**config.mk**
```make
export PLATFORM = sky130hd
export DESIGN_NAME = counter_param_updown
export DESIGN_NICKNAME = d
export VERILOG_FILES = /design/src/rtl/counter_param_updown.sv
export SDC_FILE = /design/constraint.sdc
export NUM_CORES = 1
export LEC_CHECK = 0
export CORE_ASPECT_RATIO = 2
export CORE_MARGIN = 2
export CORE_UTILIZATION = 41
export CTS_CLUSTER_SIZE = 30
export DETAILED_ROUTE_END_ITERATION = 8
export GPL_ROUTABILITY_DRIVEN = 1
export PLACE_DENSITY = 0.61
export SYNTH_ARGS = -nofsm -noshare
export SYNTH_HDL_FRONTEND = slang
export SYNTH_SLANG_ARGS = --single-unit
```
**constraint.sdc**
```tcl
create_clock -name clk -period 3.7 [get_ports clk]
set_clock_uncertainty 0.2 [all_clocks]
set_input_delay 0.555 -clock clk [delete_from_list [all_inputs] [get_ports clk]]
set_output_delay 0.555 -clock clk [all_outputs]
set_load 0.01 [all_outputs]
```
**src/rtl/counter_param_updown.sv**
```systemverilog
// Up/down modulo counter stepped by an internal tick divider, all on one clock.
// Define COUNTER_SATURATE_EN to hold at the count limits instead of wrapping.
module counter_param_updown #(
    parameter int WIDTH     = 4,
    parameter int MODULUS   = 16,
    parameter int DIV_COUNT = 50000000,
    parameter int DIV_WIDTH = 26
) (
    input  logic             clk,
    input  logic             rstn,
    input  logic             en,
    input  logic             up_dn,
    input  logic             load,
    input  logic [WIDTH-1:0] load_val,
    output logic [WIDTH-1:0] counter,
    output logic             tick,
    output logic             tc,
    output logic             wrap
);

    localparam logic [WIDTH-1:0]     MAX_VAL  = WIDTH'(MODULUS - 1);
    localparam logic [DIV_WIDTH-1:0] DIV_LAST = DIV_WIDTH'(DIV_COUNT - 1);

    logic [DIV_WIDTH-1:0] div;
    logic [WIDTH-1:0]     load_clamped;
    logic [WIDTH-1:0]     step_val;
    logic                 at_limit;

    // Out-of-range load values clamp to the top of the count range.
    always_comb begin
        load_clamped = load_val;
        if (33'(load_val) >= 33'(MODULUS)) begin
            load_clamped = MAX_VAL;
        end
    end

    always_comb begin
        at_limit = up_dn ? (counter == MAX_VAL) : (counter == '0);
    end

    assign tc = at_limit;

    always_comb begin
        step_val = counter;
        if (at_limit) begin
`ifdef COUNTER_SATURATE_EN
            step_val = counter;
`else
            step_val = up_dn ? '0 : MAX_VAL;
`endif
        end else if (up_dn) begin
            step_val = counter + WIDTH'(1);
        end else begin
            step_val = counter - WIDTH'(1);
        end
    end

    // Load restarts the divider so the next step lands a full period later.
    always_ff @(posedge clk or posedge rstn) begin
        if (rstn) begin
            div  <= '0;
            tick <= 1'b0;
        end else if (load) begin
            div  <= '0;
            tick <= 1'b0;
        end else if (div == DIV_LAST) begin
            div  <= '0;
            tick <= 1'b1;
        end else begin
            div  <= div + DIV_WIDTH'(1);
            tick <= 1'b0;
        end
    end

    always_ff @(posedge clk or posedge rstn) begin
        if (rstn) begin
            counter <= '0;
            wrap    <= 1'b0;
        end else if (load) begin
            counter <= load_clamped;
            wrap    <= 1'b0;
        end else if (tick && en) begin
            counter <= step_val;
            wrap    <= at_limit;
        end else begin
            wrap    <= 1'b0;
        end
    end

endmodule

```
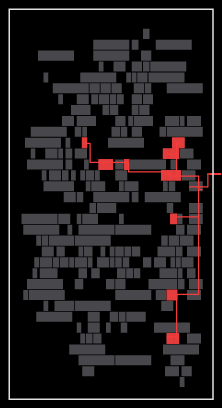
*I/O nets highlighted*
Scale: 4 px per um.
legend:
  load:
    colour: red
    direction: input
    edge: right
    end_cells: 13
    buffers: 1
    wire: 115 um
total of buffers placed on input and output ports: 15
boundary pin count: 16

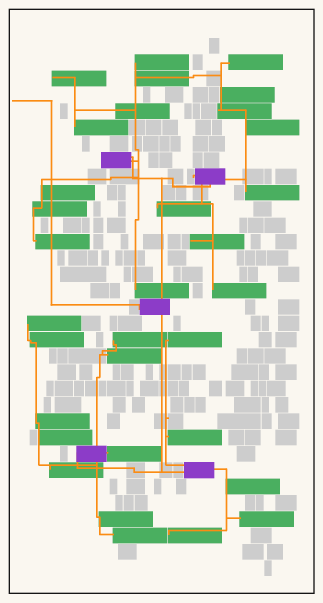
*Clock distribution*
Scale: 6 px per um.
legend:
  flip-flops:
    colour: green
    count: 32
  cells driving clock nets:
    colour: purple
    count: 5
  clock wires:
    colour: orange
    length: 461 um
flops lie: spread over the die
Worst-Skew Late Latency: 0.29 ns
clock distribution power: 0.283 mW
power share of the clock group: 39.2%

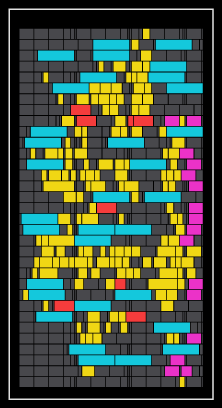
*Cell classes on the final placement*
Scale: 4 px per um. Fill, decap, tap and diode cells in grey.
legend:
  clock drivers and dummy loads:
    colour: red
    cells: 8
    share_of_their_area: 4.7%
  other buffers and delay cells:
    colour: magenta
    cells: 16
    share_of_their_area: 8.0%
  flip-flops:
    colour: cyan
    cells: 32
    share_of_their_area: 40%
  all other logic:
    colour: yellow
    cells: 150
    share_of_their_area: 47%
Core Util, Final: 49.5%
Core Area: 0.00413 mm2
number of cell rows: 33
post-route cell area: 0.00205 mm2

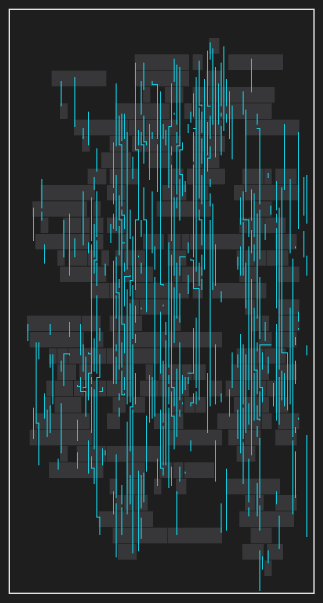
*M2 wires*
Scale: 6 px per um. Cells faint in the background.
longest straight run: 32.3 um
main direction: vertical
nets with wire on the layer: 184
share of all routed wire: 56%
wire length on this layer: 2260 um

-- sequential cells by signal (all words and copies together), names as in the netlist --
register	count
div	26
wrap	1
tick	1
counter	4
-- through the flow --
| step | util [%] | hold slack [ns] |
|---|---|---|
| floorplan | - | 0.275 |
| global placement | 47.3 | 0.313 |
| detailed placement | 47.3 | 0.318 |
| CTS | 49.5 | 0.326 |
| global route | 49.5 | 0.361 |
| finish | 49.5 | 0.327 |
-- cells in the final DEF (no fill, tap or decap), types with 2 or more instances in the layout --
cell type	n
sky130_fd_sc_hd__a21oi_1	18
sky130_fd_sc_hd__and3_1	2
sky130_fd_sc_hd__clkbuf_8	6
sky130_fd_sc_hd__clkdlybuf4s50_1	15
sky130_fd_sc_hd__dfrtp_1	32
sky130_fd_sc_hd__ha_1	3
sky130_fd_sc_hd__inv_1	11
sky130_fd_sc_hd__nand2_1	10
sky130_fd_sc_hd__nand3_1	10
sky130_fd_sc_hd__nand4_1	8
sky130_fd_sc_hd__nor2_1	24
sky130_fd_sc_hd__nor3_1	5
sky130_fd_sc_hd__nor4_1	4
sky130_fd_sc_hd__o21ai_0	5
sky130_fd_sc_hd__o31ai_1	6
sky130_fd_sc_hd__or3_1	4
sky130_fd_sc_hd__or4_1	7
sky130_fd_sc_hd__xnor2_1	10
sky130_fd_sc_hd__xor2_1	6
-- per-layer routing --
| metal | vias up | GRT usage [%] | routed length [um] |
|---|---|---|---|
| met1 | 726 | 17.4 | 1530 |
| met5 | - | 0 | 0 |
| met2 | 27 | 33.9 | 2260 |
| li1 | 720 | - | - |
| met4 | 0 | 11.9 | 101 |
| met3 | 7 | 4.31 | 107 |
==> design notes <==
The fraction of final cell area spent on clock buffers and inverters in this run is 4.59%. The tools report the sort of element at the end of the critical path as a primary output. Clock tree synthesis selected as its root buffer the cell sky130_fd_sc_hd__clkbuf_8. TritonRoute output was used to compute an average wire per cell of 15.5 um. Per the OpenROAD floorplan log, the area of the die is 0.00491 mm2. The synthesis-stage register bit count is 32.

From left edge to right edge, the die measures 50.5 um. The final critical-path share of the clock period came out at 78.3%. STA classifies the critical path startpoint as an input pin.

The final power report lists total power as 0.721 mW. The total via count in the routed design was 1480; the clock slew at the register clock pins of the worst setup and hold paths was 0.06 ns. TritonCTS built the clock tree. In the finished design the tool counted flip-flops and latches totalling 32. The flow measured a signed area growth from synthesis to layout of 15.1%. The post-CTS hold buffer count recorded in the log is 0.

The worst hold path begins at div[0]. The post-placement cell area is 0.00195 mm2, and the number of nets in the layout is 218. For the floorplan core density, the log shows 43.0%. The worst register-to-register path begins at div[0].

For the combinational group, total power comes out at 0.0702 mW. With the proportion of netlist area held by the largest area contributor at 45.1%, the area fraction in xor and xnor cells is 7.89%. In this run the mean area of a mapped cell was 9.45 um2.

The run gives 0.368 mW for the power consumed by sequential cells. The flow ran to the end, and the final reports show no timing, DRC or antenna violations. The area taken by sequential standard cells is reported as 801 um2. The setup slack after layout was 0.803 ns. Flip-flop cell with the highest count after synthesis: sky130_fd_sc_hd__dfrtp_1. The timing report shows the most common cell along the critical path to be sky130_fd_sc_hd__clkdlybuf4s50_1.

The commonest cells after synthesis are sky130_fd_sc_hd__dfrtp_1 (32), sky130_fd_sc_hd__nor2_1 (24), sky130_fd_sc_hd__a21oi_1 (18). The dominant power group in this design is sequential cells. The run gives 0.181 mW for the switching power. The library cell with the highest instance count after synthesis was sky130_fd_sc_hd__dfrtp_1. The run gives 2 as the H-tree depth reported by CTS. The run gives 0.834 ns as the pre-CTS worst setup slack.

After synthesis, the cell types taking the most area are sky130_fd_sc_hd__dfrtp_1 (45%), sky130_fd_sc_hd__a21oi_1 (5.1%), sky130_fd_sc_hd__nor2_1 (5.1%). The internal power of the cells came out at 0.540 mW. The run gives 4.00 mm for the total wire length after detailed routing. The synthesized design contains 0 enable-type register cells. The non-clock buffer contribution to total cell area is 7.71%. The run gives 9.7% for the proportion of power drawn by combinational gates.

Of the combinational cells, the family taking the most area is simple AND/OR/NAND/NOR gates. The run gives 1 for the number of instances on the worst hold path. The last timing report of the flow puts the setup violation total at 0. The tools report the final global-route overflow total as 0.

The family with the most delay on the worst path is buffers and inverters. The worst setup path is of the in2out kind.
Power and IR drop assume default switching activity.
